### src/rtl/lsu_mem_port.sv
// RV32I load/store initiator: validates one byte-addressed request, issues a single
// access to the byte-enable data RAM, and returns formatted load data or a fault.
module lsu_mem_port #(
  parameter int DATA_WIDTH     = 32,
  parameter int ADDR_WIDTH     = 32,
  parameter int TIMEOUT_CYCLES = 8
) (
  input  logic                    i_CLK,
  input  logic                    i_RST,
  input  logic                    i_REQ,
  input  logic                    i_WE,
  input  logic [2:0]              i_FUNCT3,
  input  logic [ADDR_WIDTH-1:0]   i_ADDR,
  input  logic [DATA_WIDTH-1:0]   i_WDATA,
  output logic                    o_READY,
  output logic                    o_DONE,
  output logic [DATA_WIDTH-1:0]   o_RDATA,
  output logic                    o_MISALIGNED,
  output logic                    o_FAULT,
  output logic                    o_MEM_CE,
  output logic [DATA_WIDTH/8-1:0] o_MEM_WE,
  output logic [ADDR_WIDTH-1:0]   o_MEM_ADDR,
  output logic [DATA_WIDTH-1:0]   o_MEM_WDATA,
  input  logic [DATA_WIDTH-1:0]   i_MEM_RDATA,
  input  logic                    i_MEM_VALID
);

  localparam int N_COLS = DATA_WIDTH / 8;
  localparam int CNT_W  = $clog2(TIMEOUT_CYCLES + 1);

  typedef enum logic [1:0] {S_IDLE, S_ISSUE, S_WAIT, S_RESP} state_t;

  state_t                state_q, state_d;
  logic                  we_q, we_d;
  logic [2:0]            funct3_q, funct3_d;
  logic [1:0]            ofs_q, ofs_d;
  logic [CNT_W-1:0]      cnt_q, cnt_d;
  logic                  done_d, mis_d, fault_d, ce_d;
  logic [DATA_WIDTH-1:0] rdata_d, wdata_d;
  logic [N_COLS-1:0]     mem_we_d;
  logic [ADDR_WIDTH-1:0] mem_addr_d;

  logic                  f3_illegal, misaligned;
  logic [N_COLS-1:0]     lane_mask;
  logic [DATA_WIDTH-1:0] wdata_rep, shifted, load_fmt;

  assign o_READY = (state_q == S_IDLE);

  // Request decode works on the live inputs: it only matters in the accept cycle.
  always_comb begin
    f3_illegal = 1'b1;
    case (i_FUNCT3)
      3'b000, 3'b001, 3'b010: f3_illegal = 1'b0;
      3'b100, 3'b101:         f3_illegal = i_WE;
      default:                f3_illegal = 1'b1;
    endcase
    misaligned = ((i_FUNCT3[1:0] == 2'b01) && i_ADDR[0]) ||
                 ((i_FUNCT3[1:0] == 2'b10) && (i_ADDR[1:0] != 2'b00));
    case (i_FUNCT3[1:0])
      2'b00: begin
        lane_mask = N_COLS'(1) << i_ADDR[1:0];
        wdata_rep = {N_COLS{i_WDATA[7:0]}};
      end
      2'b01: begin
        lane_mask = N_COLS'(3) << i_ADDR[1:0];
        wdata_rep = {(N_COLS/2){i_WDATA[15:0]}};
      end
      default: begin
        lane_mask = '1;
        wdata_rep = i_WDATA;
      end
    endcase
  end

  assign shifted = i_MEM_RDATA >> {ofs_q, 3'b000};

  // funct3[2] selects zero-extension (LBU/LHU).
  always_comb begin
    case (funct3_q[1:0])
      2'b00:   load_fmt = {{(DATA_WIDTH-8){shifted[7] & ~funct3_q[2]}}, shifted[7:0]};
      2'b01:   load_fmt = {{(DATA_WIDTH-16){shifted[15] & ~funct3_q[2]}}, shifted[15:0]};
      default: load_fmt = shifted;
    endcase
  end

  always_comb begin
    // NOTE: every output of this block gets a default first, so no path can infer a latch.
    state_d    = state_q;
    we_d       = we_q;
    funct3_d   = funct3_q;
    ofs_d      = ofs_q;
    cnt_d      = cnt_q;
    done_d     = 1'b0;
    rdata_d    = '0;
    mis_d      = 1'b0;
    fault_d    = 1'b0;
    ce_d       = 1'b0;
    mem_we_d   = '0;
    mem_addr_d = '0;
    wdata_d    = '0;
    case (state_q)
      S_IDLE: if (i_REQ) begin
        we_d     = i_WE;
        funct3_d = i_FUNCT3;
        ofs_d    = i_ADDR[1:0];
        if (f3_illegal) begin
          fault_d = 1'b1;
          done_d  = 1'b1;
          state_d = S_RESP;
        end else if (misaligned) begin
          mis_d   = 1'b1;
          done_d  = 1'b1;
          state_d = S_RESP;
        end else begin
          // Memory outputs are registered here so they are visible throughout ISSUE.
          ce_d       = 1'b1;
          mem_we_d   = i_WE ? lane_mask : '0;
          mem_addr_d = {2'b00, i_ADDR[ADDR_WIDTH-1:2]};
          wdata_d    = wdata_rep;
          state_d    = S_ISSUE;
        end
      end
      S_ISSUE: begin
        cnt_d   = '0;
        state_d = S_WAIT;
      end
      S_WAIT: begin
        if (i_MEM_VALID) begin
          rdata_d = we_q ? '0 : load_fmt;
          done_d  = 1'b1;
          state_d = S_RESP;
        end else if (cnt_q == CNT_W'(TIMEOUT_CYCLES - 1)) begin
          fault_d = 1'b1;
          done_d  = 1'b1;
          state_d = S_RESP;
        end else begin
          cnt_d = cnt_q + CNT_W'(1);
        end
      end
      S_RESP:  state_d = S_IDLE;
      default: state_d = S_IDLE;
    endcase
  end

  always_ff @(posedge i_CLK) begin
    // NOTE: sequential state uses non-blocking assignments so all registers update together.
    if (i_RST) begin
      state_q      <= S_IDLE;
      we_q         <= 1'b0;
      funct3_q     <= '0;
      ofs_q        <= '0;
      cnt_q        <= '0;
      o_DONE       <= 1'b0;
      o_RDATA      <= '0;
      o_MISALIGNED <= 1'b0;
      o_FAULT      <= 1'b0;
      o_MEM_CE     <= 1'b0;
      o_MEM_WE     <= '0;
      o_MEM_ADDR   <= '0;
      o_MEM_WDATA  <= '0;
    end else begin
      state_q      <= state_d;
      we_q         <= we_d;
      funct3_q     <= funct3_d;
      ofs_q        <= ofs_d;
      cnt_q        <= cnt_d;
      o_DONE       <= done_d;
      o_RDATA      <= rdata_d;
      o_MISALIGNED <= mis_d;
      o_FAULT      <= fault_d;
      o_MEM_CE     <= ce_d;
      o_MEM_WE     <= mem_we_d;
      o_MEM_ADDR   <= mem_addr_d;
      o_MEM_WDATA  <= wdata_d;
    end
  end

endmodule

### config.mk
export PLATFORM = sky130hd
export DESIGN_NAME = lsu_mem_port
export DESIGN_NICKNAME = d
export VERILOG_FILES = /design/src/rtl/lsu_mem_port.sv
export SDC_FILE = /design/constraint.sdc
export NUM_CORES = 1
export LEC_CHECK = 0
export ABC_AREA = 1
export CORE_UTILIZATION = 44
export DETAILED_ROUTE_END_ITERATION = 8
export PLACE_DENSITY_LB_ADDON = 0.08
export RECOVER_POWER = 25
export SLEW_MARGIN = 0
export SYNTH_ARGS = -nofsm -noshare
export SYNTH_HDL_FRONTEND = slang
export SYNTH_SLANG_ARGS = --single-unit
export TNS_END_PERCENT = 30
### constraint.sdc
create_clock -name i_CLK -period 3 [get_ports i_CLK]
set_input_delay 0.6 -clock i_CLK [delete_from_list [all_inputs] [get_ports i_CLK]]
set_output_delay 0.6 -clock i_CLK [all_outputs]
set_load 0.02 [all_outputs]
Fig. 1: run 1, M3 wires
Scale: 4 px per µm. Cells faint in the background.
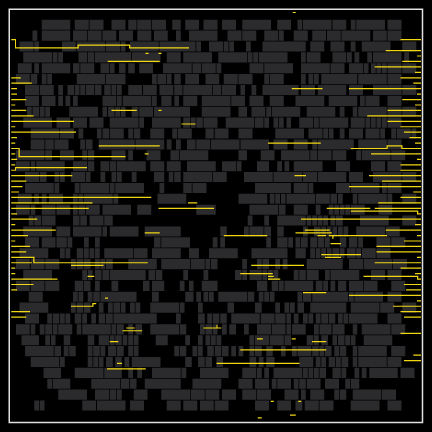
122 nets have wire on it. The layer holds 8.1% of the routed length. The layer carries 997 µm of wire. The longest straight run is 34.7 µm.

Fig. 2: run 1, wires at chosen ports, followed through buffers
Scale: 4 px per µm.
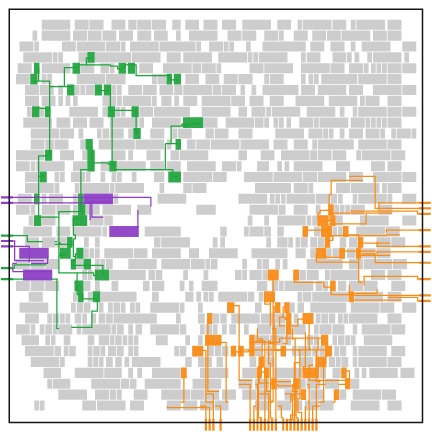
Purple marks o_MEM_WE, bits 4, direction output, edge left, end cells 4, buffers 4, wire 117 µm. Orange marks i_MEM_RDATA, bits 32, direction input, edge 22 bottom, 10 right, end cells 56, buffers 32, wire 946 µm. Green marks i_FUNCT3, bits 3, direction input, edge left, end cells 45, buffers 4, wire 343 µm.

Fig. 3: run 1, clock routing
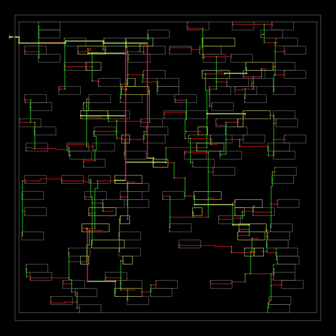
Clock buffer cells: 18
FFs & Latches: 114

-- run 1: critical path: cells and delay by family (launching register included) --
kind                   cells  cell delay (ps)
buffers and inverters      3              750
and+or+nand+nor            5             1350
DFF                        1              290
-- run 1: synth_stat cells --
cell type    n
conb_1       1
o21ai_1      1
a21oi_1     54
nand3_2      4
o211ai_1     4
buf_6        9
nor2_2      19
ha_1         4
inv_4        2
clkbuf_1     5
buf_2       10
or2_1        1
o21ai_0     25
dfxtp_1    114
inv_2        3
nand4_1      2
buf_4        4
nand2_2      1
nor2_4       3
inv_1       82
nor2_1      74
a31oi_1      7
nand3_1     32
nand2_1    130
-- run 1: per-layer routing --
metal	share of wire (%)	routed length, µm	global-route usage, %	vias up
met5	0	0	0	-
met4	2.0	247	10.8	0
met3	8.1	996	7.25	22
met2	51	6260	39.5	174
met1	39	4780	26.9	2030
li1	-	-	-	2230
-- run 1: final timing paths --
check,start,to,slack (ps),cells past startpoint
worst max-delay path,ofs_q[0],o_RDATA[30],550,8
worst min register to register,cnt_q[1],cnt_q[1],490,2
worst max register to register,ofs_q[0],o_RDATA[30],550,8
worst min-delay path,cnt_q[1],cnt_q[1],490,2
-- run 1: stage by stage --
stage	hold slack [ps]	instances	total power [mW]	utilization [%]	setup WS, ps
floorplan	440	592	2.48	-	1470
global placement	457	905	2.85	66.5	561
detailed placement	463	905	2.88	66.5	446
CTS	498	937	4.83	72.5	558
global route	525	937	5.02	72.1	265
finish	494	937	4.78	72.1	546
-- run 1: cell usage in the layout (no fill, tap or decap), types with 2 or more instances in the layout --
master / n
conb_1: 2
o21ai_0: 25
clkbuf_16: 16
clkinv_4: 3
inv_1: 83
bufinv_16: 2
inv_6: 4
clkinv_2: 2
nand4_1: 2
clkbuf_8: 2
nor2_2: 19
o211ai_1: 4
nand2_1: 131
nor2_1: 76
a21oi_1: 54
nand3_1: 35
dfxtp_1: 114
clkinvlp_4: 3
ha_1: 4
clkdlybuf4s50_1: 191
buf_4: 2
inv_2: 3
a31oi_1: 7
dlygate4sd3_1: 15
-- run 1: power by group --
group / internal (mW) / switching (mW)
registers: 1.62 / 0.0470
clock network: 1.21 / 0.727
logic: 0.467 / 0.705
total: 3.30 / 1.48
-- run 1: registers in the layout, indices dropped and copies added (netlist names) --
name	count
o_MEM_WE	4
we_q	1
state_q	2
o_MEM_ADDR	30
o_MEM_WDATA	32
o_FAULT	1
cnt_q	4
funct3_q	3
ofs_q	2
o_DONE	1
o_MEM_CE	1
o_MISALIGNED	1
o_RDATA	32
-- run 1: cells by family (layout without fill, tap and decap cells) --
family,Yosys count,count (layout)
AOI/OAI and AO/OA,91,91
adders and majority gates,4,4
buffers and inverters,115,327
DFF,114,114
other,1,2
and+or+nand+nor,266,266
-- run 1: area by class of cell --
cell class / count / area [µm²] / area share, %
clock buffer: 18 / 428 / 6.04
clock inverter: 14 / 154 / 2.17
inverter: 87 / 329 / 4.65
multi-input combinational: 363 / 1640 / 23.2
sequential: 114 / 2280 / 32.2
tap: 133 / 166 / 2.35
timing repair buffer: 208 / 2080 / 29.3
==> summary.rpt, run 1 <==
CLOCK NETWORK
----------------------------------------------------------------------------
Clock sink count                                                         114
# Post-CTS Setup Buffers                                                   0
Late-Pin Clk Latency                                                  510 ps
Post-cts hold-fix buffer tally                                             0
Clk pin slew, worst setup/hold paths                                   60 ps
Clock Tree Root                                                     clkbuf_8
Clock buffers created by TritonCTS                                        17

FINISH
----------------------------------------------------------------------------
Layout overhead on the synthesized area                                57.8%

GLOBAL ROUTE
----------------------------------------------------------------------------
Overall overflow remaining after global route                              0
Global routing usage summed across all routing layers                  23.3%

DIE
----------------------------------------------------------------------------
Standard-cell row count                                                   36
Floorplan core density                                                 45.7%
Vertical die dimension                                                103 µm
Width of the chip                                                     103 µm

SYNTH
----------------------------------------------------------------------------
Post-synthesis cell type with the largest combined area              dfxtp_1
Top cells by area in the synthesized netlist                    dfxtp_1 51%, nand2_1 11%, inv_1 6.9%
Proportion of synthesized area in mux cells                               0%
Fraction of the mapped netlist area in adder cells                     1.12%
Number of instances in the synthesized netlist                           591
Warnings from Yosys                                                        0
Netlist area before placement                                       4490 µm²
Share of synthesized cell area in and, or, nand and nor gates          25.5%
Flop and latch count out of synthesis                                    114

PLACED DESIGN
----------------------------------------------------------------------------
RePlAce Congestion                                                     0.933
Placed Instance Area                                                6530 µm²
Detail Placement HPWL                                                8820 µm

DETAILED ROUTING
----------------------------------------------------------------------------
# DRC                                                                      0
Total wire length                                                  12,300 µm
Average detailed-routed wire length per instance                     13.1 µm

JOB
----------------------------------------------------------------------------
Number of max-cap violations                                               0

POWER AND IR DROP
----------------------------------------------------------------------------
Max VDD drop                                                          453 µV

CRITICAL PATH
----------------------------------------------------------------------------
Critical-path cell list                                         buf_4 > inv_2 > nand2_1 > nand3_1 > nand3_1 > nand3_1 > nand2_1 > inv_1
Most numerous cell on the critical path                              nand3_1
Slowest Stage Delay on Critical Path                                  660 ps
WS Path Type                                                    flip-flop to flip-flop

STA
----------------------------------------------------------------------------
Max_slew headroom                                                      38.0%

MIN PATH
----------------------------------------------------------------------------
Hold Path Class                                                 flip-flop to flip-flop

STATUS
----------------------------------------------------------------------------
Outcome                                                            completed

Fig. 4: run 1, placement by cell class
Scale: 3 px per µm.
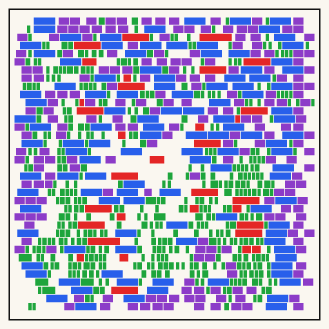

--- run 2 (diff from run 1) ---
Settings changed: CORE_UTILIZATION 44 to 41.
Clock period 3 ns to 2.4 ns, I/O delays scaled along.
Fig. 5: run 2, placement by cell class
Scale: 2 px per µm.
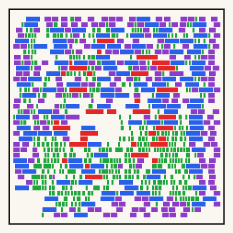
Green marks remaining logic cells, cells 450. Blue marks registers, cells 114. Red marks clock drivers and dummy loads, cells 32. Purple marks remaining buffers and delay cells, cells 214.

Fig. 6: run 2, clock distribution
Scale: 4 px per µm.
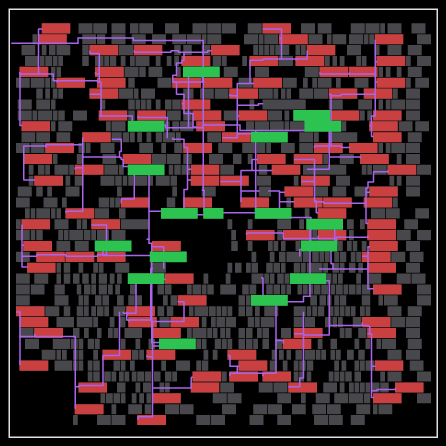
Red marks flip-flops, count 114. Purple marks clock wires, length 1,370 µm. Green marks clock-net drivers, count 17.
Position of the flops: widely spread.

==> run 2 against run 1 <==
- largest power group unchanged
- flip-flop count stayed put
- critical path type is now flip-flop to output port
- highest routed layer unchanged
- largest cell class unchanged
- die size rose by 7.2%
- wire length fell by 1.9%
- non-clock buffer count up 6
==> summary.rpt, run 2 <==
DETAILED ROUTING
----------------------------------------------------------------------------
# DRC                                                                      0

DIE
----------------------------------------------------------------------------
Standard-cell row count                                                   37
Floorplan core density                                                 42.9%
Vertical die dimension                                                107 µm

CLOCK NETWORK
----------------------------------------------------------------------------
Clk pin slew, worst setup/hold paths                                   60 ps
Clock sink count                                                         114
Clock buffers created by TritonCTS                                        17
Late-Pin Clk Latency                                                  500 ps
Clock Tree Root                                                     clkbuf_8

SYNTH
----------------------------------------------------------------------------
Main synth FF type                                                   dfxtp_1
Top cell types by occurrence after synthesis                    130 x nand2_1, 114 x dfxtp_1, 82 x inv_1, 74 x nor2_1, 54 x a21oi_1
Share of synthesized registers carrying an async set or reset             0%

PLACED DESIGN
----------------------------------------------------------------------------
RePlAce Congestion                                                     0.890
Placed Instance Area                                                6610 µm²
Detail Placement HPWL                                                8980 µm

FINISH
----------------------------------------------------------------------------
Top cells excl fill/tap                                         205 x clkdlybuf4s50_1, 130 x nand2_1, 114 x dfxtp_1
Layout overhead on the synthesized area                                59.8%

CRITICAL PATH
----------------------------------------------------------------------------
Worst reg2reg setup slack                                             240 ps

MIN PATH
----------------------------------------------------------------------------
Hold Path Class                                                 flip-flop to flip-flop

STA
----------------------------------------------------------------------------
Hold Slack                                                            490 ps

STATUS
----------------------------------------------------------------------------
Outcome                                                            completed

==> run 2: cell counts after synthesis <==
Identical to the previous run, type by type.
==> run 2: logic make-up (layout without fill, tap and decap cells) <==
logic type                 Yosys count  count (layout)  share of synthesized area (%)
buffers and inverters              115             333                           11.9
DFF                                114             114                           50.9
AOI/OAI and AO/OA                   91              91                           10.6
adders and majority gates            4               4                           1.12
other                                1               2                         0.0836
and+or+nand+nor                    266             266                           25.5
==> run 2: final cells by class <==
cell class | instances | area share, %
tap | 136 | 2.37
timing repair buffer | 214 | 29.8
multi-input combinational | 363 | 23.2
sequential | 114 | 31.8
inverter | 87 | 4.59
clock inverter | 15 | 2.43
clock buffer | 17 | 5.78
==> run 2: through the flow <==
| step | power (mW) | worst slack (ps) |
|---|---|---|
| 6_report | 6.03 | 105 |
| 5_1_grt | 6.35 | 5.28 |
| 4_1_cts | 6.08 | 89.3 |
| 3_5_place_dp | 3.61 | 290 |
| 3_3_place_gp | 3.59 | 351 |
| 2_1_floorplan | 3.10 | 873 |
==> run 2: worst paths after layout <==
path	end	depth (start not counted)	startpoint
max	o_READY	3	state_q[0]
min	we_q	2	we_q
max reg2reg	o_MEM_WDATA[7]	9	state_q[0]
min reg2reg	we_q	2	we_q
==> run 2: power by group <==
| group | switching, mW | internal (mW) |
|---|---|---|
| clock network | 0.949 | 1.51 |
| registers | 0.0661 | 2.03 |
| logic | 0.871 | 0.605 |
| total | 1.89 | 4.14 |
==> run 2: critical path: stages, from the launching register on <==
cell and delay [ps]:
dfxtp_1 310, inv_1 100, ha_1 260, clkdlybuf4s50_1 640
==> run 2: layer usage <==
metal	GRT usage (%)	wire length, µm
met5	0	0
met2	37.1	6070
met3	7.84	1070
met1	23.9	4720
met4	7.53	182
Fig. 7: run 2, M3 wires
Scale: 4 px per µm. Cells faint in the background.
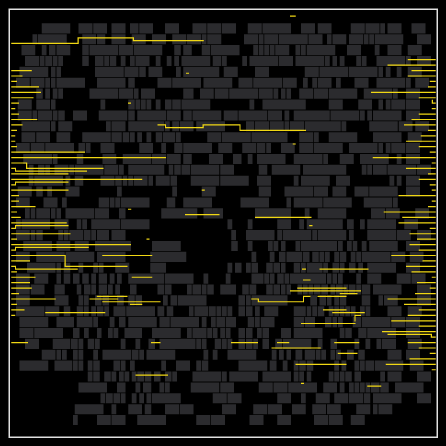

--- run 3 (diff from run 2) ---
Settings changed: CORE_ASPECT_RATIO set to 2, CTS_CLUSTER_SIZE set to 30, REMOVE_ABC_BUFFERS set to 1.
Fig. 8: run 3, M3 wires
Scale: 3 px per µm. Cells faint in the background.
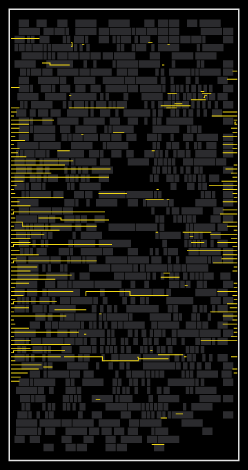
The longest straight run is 32.9 µm. The wires run mostly horizontal. The layer carries 1,060 µm of wire.

Fig. 9: run 3, clock distribution
Scale: 4 px per µm.
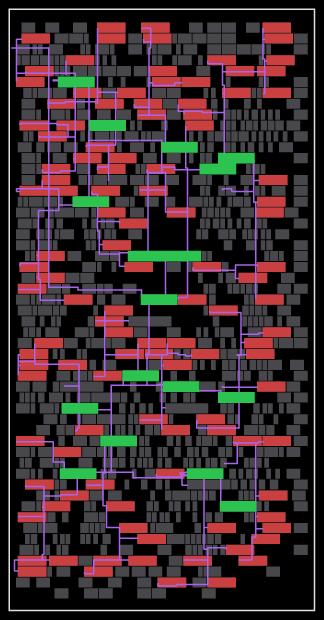
Red marks flip-flops, count 114. Purple marks clock wires, length 1,420 µm. Green marks clock-net drivers, count 17.
Position of the flops: widely spread. There are 18 routed clock nets.

==> run 3 against run 2 <==
- sequential share of layout area down 0.25 points
- final cell count rose by 0.53%
- wire length up 7.9%
- die size increased by 0.22%
- global-route usage grew 1.8 points
- sequential power is essentially flat
- synthesized cell count stayed put
- clock power grew 6%
- fmax grew 2.8%
- flip-flop count unchanged
- total power rose by 3.2%
- via count grew 1.1%
- largest cell class unchanged
==> summary.rpt, run 3 <==
FINISH
----------------------------------------------------------------------------
Top cells excl fill/tap                                         205 x clkdlybuf4s50_1, 130 x nand2_1, 114 x dfxtp_1
Layout overhead on the synthesized area                                61.0%
Leading cell type in the layout, fill and taps excluded         clkdlybuf4s50_1
Largest registers in the final layout                           o_MEM_WDATA (32), o_RDATA (32), o_MEM_ADDR (30)

DIE
----------------------------------------------------------------------------
Standard-cell row count                                                   53
Vertical die dimension                                                150 µm
Boundary Pins                                                            209
Width of the chip                                                    76.0 µm
Floorplan core density                                                 42.5%

CLOCK NETWORK
----------------------------------------------------------------------------
Clock Tree Root                                                    clkbuf_16
Clk pin slew, worst setup/hold paths                                   50 ps
Late-Pin Clk Latency                                                  400 ps
Clock sink count                                                         114
Post-cts hold-fix buffer tally                                             0
# Post-CTS Setup Buffers                                                   0

STA
----------------------------------------------------------------------------
Hold Slack                                                            470 ps
Max_slew headroom                                                      53.3%

GLOBAL ROUTE
----------------------------------------------------------------------------
Global routing usage summed across all routing layers                  23.1%
Overall overflow remaining after global route                              0

CRITICAL PATH
----------------------------------------------------------------------------
Origin of the worst setup path                                    state_q[0]
Timing endpoint of the critical path                                 o_READY
Reg-to-reg endpoint                                              o_RDATA[17]
Reg2reg start                                                    funct3_q[1]
Worst reg2reg setup slack                                             490 ps
WS Path Type                                                    flip-flop to output port

STATUS
----------------------------------------------------------------------------
Outcome                                                            completed

SYNTH
----------------------------------------------------------------------------
Mapped Avg Cell Area                                                7.59 µm²
Top cells by area in the synthesized netlist                    dfxtp_1 51%, nand2_1 11%, inv_1 6.9%
Post-synthesis cell type with the largest combined area              dfxtp_1
Main synth FF type                                                   dfxtp_1
Most frequent cell after synthesis                                   nand2_1
Number of enable flip-flop cells                                           0
Warnings from Yosys                                                        0
Share of synthesized registers carrying an async set or reset             0%
Netlist area before placement                                       4490 µm²
Flop and latch count out of synthesis                                    114

POWER AND IR DROP
----------------------------------------------------------------------------
Switching power summed over all nets                                 1.79 mW
Switching share of total power                                         28.8%
Max VDD drop                                                          553 µV
Power share of the combinational group                                 24.2%
Internal power contribution                                          4.43 mW
Clock power share                                                      41.9%

JOB
----------------------------------------------------------------------------
Number of max-cap violations                                               0

PLACED DESIGN
----------------------------------------------------------------------------
Detail Placement HPWL                                                9620 µm
RePlAce Congestion                                                     0.846

DETAILED ROUTING
----------------------------------------------------------------------------
Average detailed-routed wire length per instance                     13.7 µm
# DRC                                                                      0

-- run 3: netlist changes by cell type in the layout (fill, tap and decap cells not counted), moves of 2 or more --
cell	delta
nand3_2	-2
inv_8	-3
clkinv_2	+4
clkinv_4	-3
buf_4	+5
nand3_1	+2
bufinv_16	+2
clkbuf_1	+2
inv_6	-3
-- run 3: final cells by class --
| type | instances | area (µm²) |
|---|---|---|
| Multi-Input combinational cell | 363 | 1650 |
| Fill cell | 932 | 3320 |
| Clock inverter | 11 | 160 |
| Timing Repair Buffer | 219 | 2170 |
| Tap cell | 137 | 171 |
| Clock buffer | 20 | 457 |
| Sequential cell | 114 | 2280 |
| Inverter | 87 | 332 |
-- run 3: power by group through the flow --
stage          clock, mW  sequential [mW]  combinational (mW)
5_1_grt             2.74             2.12                1.67
3_5_place_dp           0             2.15                1.53
6_report            2.61             2.11                1.50
4_1_cts             2.65             2.11                1.55
2_1_floorplan          0             2.26               0.732
3_3_place_gp           0             2.14                1.51
-- run 3: critical path: stages, from the launching register on --
cell,delay [ps]
dfxtp_1,320
inv_1,100
ha_1,280
clkdlybuf4s50_1,650
-- run 3: worst min path at each step --
stage                     start   end  slack [ps]
after detailed placement   we_q  we_q         460
after floorplan            we_q  we_q         440
final                      we_q  we_q         470
after CTS                  we_q  we_q         470
after global placement     we_q  we_q         450
after global routing       we_q  we_q         510
-- run 3: cells by family after synthesis --
| group | count (synthesis) | share of synthesized area (%) |
|---|---|---|
| other | 1 | 0.0836 |
| AOI/OAI and AO/OA | 91 | 10.6 |
| buffers and inverters | 115 | 11.9 |
| adders and majority gates | 4 | 1.12 |
| and+or+nand+nor | 266 | 25.5 |
| DFF | 114 | 50.9 |
-- run 3: through the flow --
step	cell area, µm²	power, mW	cells	setup slack (ps)	util [%]
global route	7220	6.53	951	105	68.5
finish	7220	6.22	951	167	68.5
CTS	7260	6.31	951	163	68.9
global placement	6650	3.65	920	273	63.0
floorplan	4290	2.99	564	604	-
detailed placement	6650	3.68	920	203	63.0
-- run 3: metal layers --
| layer | track usage [%] | part of all wire (%) | vias up |
|---|---|---|---|
| met3 | 8.90 | 8.2 | 30 |
| met2 | 43.1 | 54 | 193 |
| met5 | 0 | 0 | - |
| li1 | - | - | 2239 |
| met4 | 12.0 | 3.1 | 0 |
| met1 | 21.6 | 34 | 2000 |
Power figures rest on the tool's default switching activity, not on a simulated workload.
